$ cat src/rtl/serial_frame_pkg.sv
// rtl/serial_frame_pkg.sv - shared state encoding, default width and parity helper for serial_frame_rx
package serial_frame_pkg;

  localparam int DEFAULT_DATA_W = 8;
  localparam int STATE_W        = 3;

  typedef enum logic [STATE_W-1:0] {
    ST_IDLE   = 3'd0,
    ST_DATA   = 3'd1,
    ST_PARITY = 3'd2,
    ST_STOP   = 3'd3,
    ST_RESYNC = 3'd4
  } state_e;

  // Even-parity bit for a word of up to 16 bits; narrower words are zero-extended.
  function automatic logic even_parity(input logic [15:0] word);
    return ^word;
  endfunction

endpackage

$ cat src/rtl/serial_frame_out_reg.sv
// rtl/serial_frame_out_reg.sv - one-entry output register with valid/ready handshake and overrun pulse
module serial_frame_out_reg
  import serial_frame_pkg::*;
#(
  parameter int DATA_W = DEFAULT_DATA_W
) (
  input  logic              clk,
  input  logic              rst_n,
  input  logic              load_i,
  input  logic [DATA_W-1:0] load_data_i,
  input  logic              ready_i,
  output logic [DATA_W-1:0] data_o,
  output logic              valid_o,
  output logic              overrun_o
);

  logic [DATA_W-1:0] data_q, data_d;
  logic              valid_q, valid_d;
  logic              overrun_q, overrun_d;

  // A full register can still take a new word on the edge its old word is consumed.
  always_comb begin
    data_d    = data_q;
    valid_d   = valid_q;
    overrun_d = 1'b0;
    if (valid_q && ready_i) begin
      valid_d = 1'b0;
    end
    if (load_i) begin
      if (!valid_q || ready_i) begin
        data_d  = load_data_i;
        valid_d = 1'b1;
      end else begin
        overrun_d = 1'b1;
      end
    end
  end

  always_ff @(posedge clk) begin
    if (!rst_n) begin
      data_q    <= '0;
      valid_q   <= 1'b0;
      overrun_q <= 1'b0;
    end else begin
      data_q    <= data_d;
      valid_q   <= valid_d;
      overrun_q <= overrun_d;
    end
  end

  assign data_o    = data_q;
  assign valid_o   = valid_q;
  assign overrun_o = overrun_q;

endmodule

$ cat src/rtl/serial_frame_rx.sv
// rtl/serial_frame_rx.sv - start/data/parity/stop frame receiver with parity, framing and overrun flags
module serial_frame_rx
  import serial_frame_pkg::*;
#(
  parameter int DATA_W = DEFAULT_DATA_W
) (
  input  logic              clk,
  input  logic              RST_N,
  input  logic              D,
  input  logic              data_ready,
  output logic [DATA_W-1:0] data_out,
  output logic              data_valid,
  output logic              busy,
  output logic              parity_err,
  output logic              frame_err,
  output logic              overrun
);

  localparam int CNT_W = $clog2(DATA_W + 1);

  state_e            state_q;
  logic [DATA_W-1:0] shift_q;
  logic [CNT_W-1:0]  cnt_q;
  logic              acc_q;
  logic              par_ok_q;
  logic              parity_err_q;
  logic              frame_err_q;
  logic              load_d;

  always_ff @(posedge clk) begin
    if (!RST_N) begin
      state_q      <= ST_IDLE;
      shift_q      <= '0;
      cnt_q        <= '0;
      acc_q        <= 1'b0;
      par_ok_q     <= 1'b0;
      parity_err_q <= 1'b0;
      frame_err_q  <= 1'b0;
    end else begin
      parity_err_q <= 1'b0;
      frame_err_q  <= 1'b0;
      case (state_q)
        ST_IDLE: begin
          if (D) begin
            state_q <= ST_DATA;
            cnt_q   <= '0;
            acc_q   <= 1'b0;
          end
        end
        ST_DATA: begin
          shift_q <= {shift_q[DATA_W-2:0], D};
          acc_q   <= acc_q ^ D;
          cnt_q   <= cnt_q + 1'b1;
          if (cnt_q == CNT_W'(DATA_W - 1)) begin
            state_q <= ST_PARITY;
          end
        end
        ST_PARITY: begin
          par_ok_q <= (D == acc_q);
          state_q  <= ST_STOP;
        end
        ST_STOP: begin
          // A high stop bit masks any parity result; only the framing error is reported.
          if (D) begin
            frame_err_q <= 1'b1;
            state_q     <= ST_RESYNC;
          end else begin
            parity_err_q <= !par_ok_q;
            state_q      <= ST_IDLE;
          end
        end
        ST_RESYNC: begin
          if (!D) begin
            state_q <= ST_IDLE;
          end
        end
        default: state_q <= ST_IDLE;
      endcase
    end
  end

  assign load_d = (state_q == ST_STOP) && !D && par_ok_q;

  serial_frame_out_reg #(
    .DATA_W (DATA_W)
  ) u_out_reg (
    .clk         (clk),
    .rst_n       (RST_N),
    .load_i      (load_d),
    .load_data_i (shift_q),
    .ready_i     (data_ready),
    .data_o      (data_out),
    .valid_o     (data_valid),
    .overrun_o   (overrun)
  );

  assign busy       = (state_q != ST_IDLE);
  assign parity_err = parity_err_q;
  assign frame_err  = frame_err_q;

endmodule

$ cat config.mk
export PLATFORM = sky130hd
export DESIGN_NAME = serial_frame_rx
export DESIGN_NICKNAME = d
export VERILOG_FILES = /design/src/rtl/serial_frame_pkg.sv /design/src/rtl/serial_frame_out_reg.sv /design/src/rtl/serial_frame_rx.sv
export SDC_FILE = /design/constraint.sdc
export NUM_CORES = 1
export LEC_CHECK = 0
export ABC_CLOCK_PERIOD_IN_PS = 2700
export CAP_MARGIN = 20
export CORE_ASPECT_RATIO = 1.25
export CORE_MARGIN = 4
export CORE_UTILIZATION = 45
export CTS_BUF_LIST = sky130_fd_sc_hd__clkbuf_8
export CTS_CLUSTER_DIAMETER = 30
export DETAILED_ROUTE_END_ITERATION = 12
export GPL_ROUTABILITY_DRIVEN = 0
export PLACE_DENSITY = 0.68
export SLEW_MARGIN = 10
export SYNTH_ARGS = -nofsm -noshare
export SYNTH_HDL_FRONTEND = slang
export SYNTH_SLANG_ARGS = --single-unit
$ cat constraint.sdc
create_clock -name clk -period 2.7 [get_ports clk]
set_clock_uncertainty 0.1 [all_clocks]
set_input_delay 0.675 -clock clk [delete_from_list [all_inputs] [get_ports clk]]
set_output_delay 0.675 -clock clk [all_outputs]
set_load 0.05 [all_outputs]
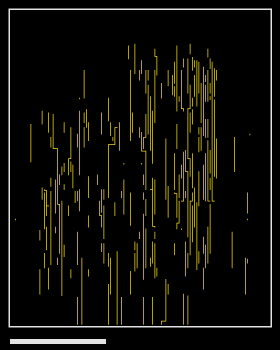
Figure 1: M2 wires.
The bar under the picture is 20 um long.
wire length on this layer = 1,060 um
nets with wire on the layer = 126
share of all routed wire = 49%
longest straight run = 28.9 um

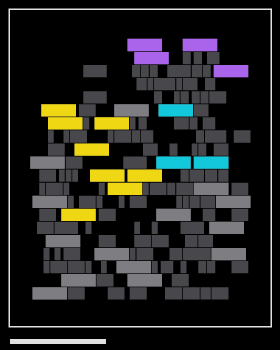
Figure 2: sequential cells colored by netlist name.
The bar under the picture is 20 um long. Other sequential cells in the stronger gray, the rest of the logic in the fainter gray.
shift_q -> yellow  # flops 8
cnt_q -> purple  # flops 4
state_q -> cyan  # flops 3

==> out/qor.yml <==
cts-hold-fix-buffers: 0
combinationalPowerShare: 0.129
cts_sinks: 29
start_kind: "register"
dieArea_um2: 3565
h-tree-depth: 2
yosysMostFrequentCell: "dfxtp_1"
drtAntennaViolNets: 0
syn_to_final_growth_pct: 22.71
seq-power_mw: 0.463
edf_count: 0
finalNetCount: 151
path_cells: "or3_1 -> clkdlybuf4s50_1"
ff_type: "dfxtp_1"
status: "finished clean"
yosysWarnings: 0
fin_setup_tns_ns: 0
warnings: 26
dp.cells: 172
top_cells_by_area: "dfxtp_1, mux2i_1, nand2_1, nor2_1, a21oi_1"
top_power_group: "registers"
power.total_mw: 0.9308
ys_seq_elements: 29
fp.dieH_um: 65.77
initial_core_util: 0.4800
antenna_cells: 0
post-route-drc-count: 0
lay_top_count: "dfxtp_1"
maxCapViolCount: 0
routed_wirelength_mm: 2.166
port_buffers: 16
cts_resized: 0
==> worst max-delay path: cells and delay by family (launching register included) <==
| kind | cells | cell delay [ns] |
|---|---|---|
| DFF | 1 | 0.40 |
| buffers and inverters | 1 | 0.70 |
| and+or+nand+nor | 1 | 0.40 |
==> worst paths after layout <==
kind / from / endpoint / cells after the start
hold / removal: u_out_reg.data_o[5] / u_out_reg.data_o[5] / 2
hold reg to reg: u_out_reg.data_o[5] / u_out_reg.data_o[5] / 2
setup reg to reg: state_q[1] / u_out_reg.data_o[7] / 4
setup / recovery: state_q[0] / busy / 2
==> sequential cells by signal (all words and copies together) (netlist names) <==
signal               count
u_out_reg.valid_o        1
parity_err               1
frame_err                1
u_out_reg.overrun_o      1
cnt_q                    4
par_ok_q                 1
u_out_reg.data_o         8
state_q                  3
shift_q                  8
acc_q                    1
==> kinds of logic (layout without fill, tap and decap cells) <==
kind of cell	after synthesis	count (layout)	share of synthesized area
flip-flops	29	29	0.4833
buffers and inverters	11	30	0.05520
AND-OR/OR-AND	17	17	0.07917
AND/OR/NAND/NOR	50	50	0.2167
XOR/XNOR	3	3	0.02188
adder cells (fa/ha/maj)	1	1	0.01042
multiplexers	16	16	0.1333
==> cell type report <==
| cell class | instances | area [um2] |
|---|---|---|
| repair buffers | 21 | 197.7 |
| well taps | 33 | 41.29 |
| fillers | 228 | 1028 |
| inverters | 2 | 7.507 |
| multi-input cells | 87 | 560.5 |
| clock buffers | 6 | 82.58 |
| clock inverters | 1 | 3.754 |
| flip-flops and latches | 29 | 580.6 |
==> per-layer routing <==
layer	vias to the layer above	GRT usage	part of all wire
met5	-	0	0
li1	472	-	-
met4	0	0.07477	0.022
met2	12	0.2470	0.49
met3	6	0.06349	0.044
met1	427	0.1688	0.45
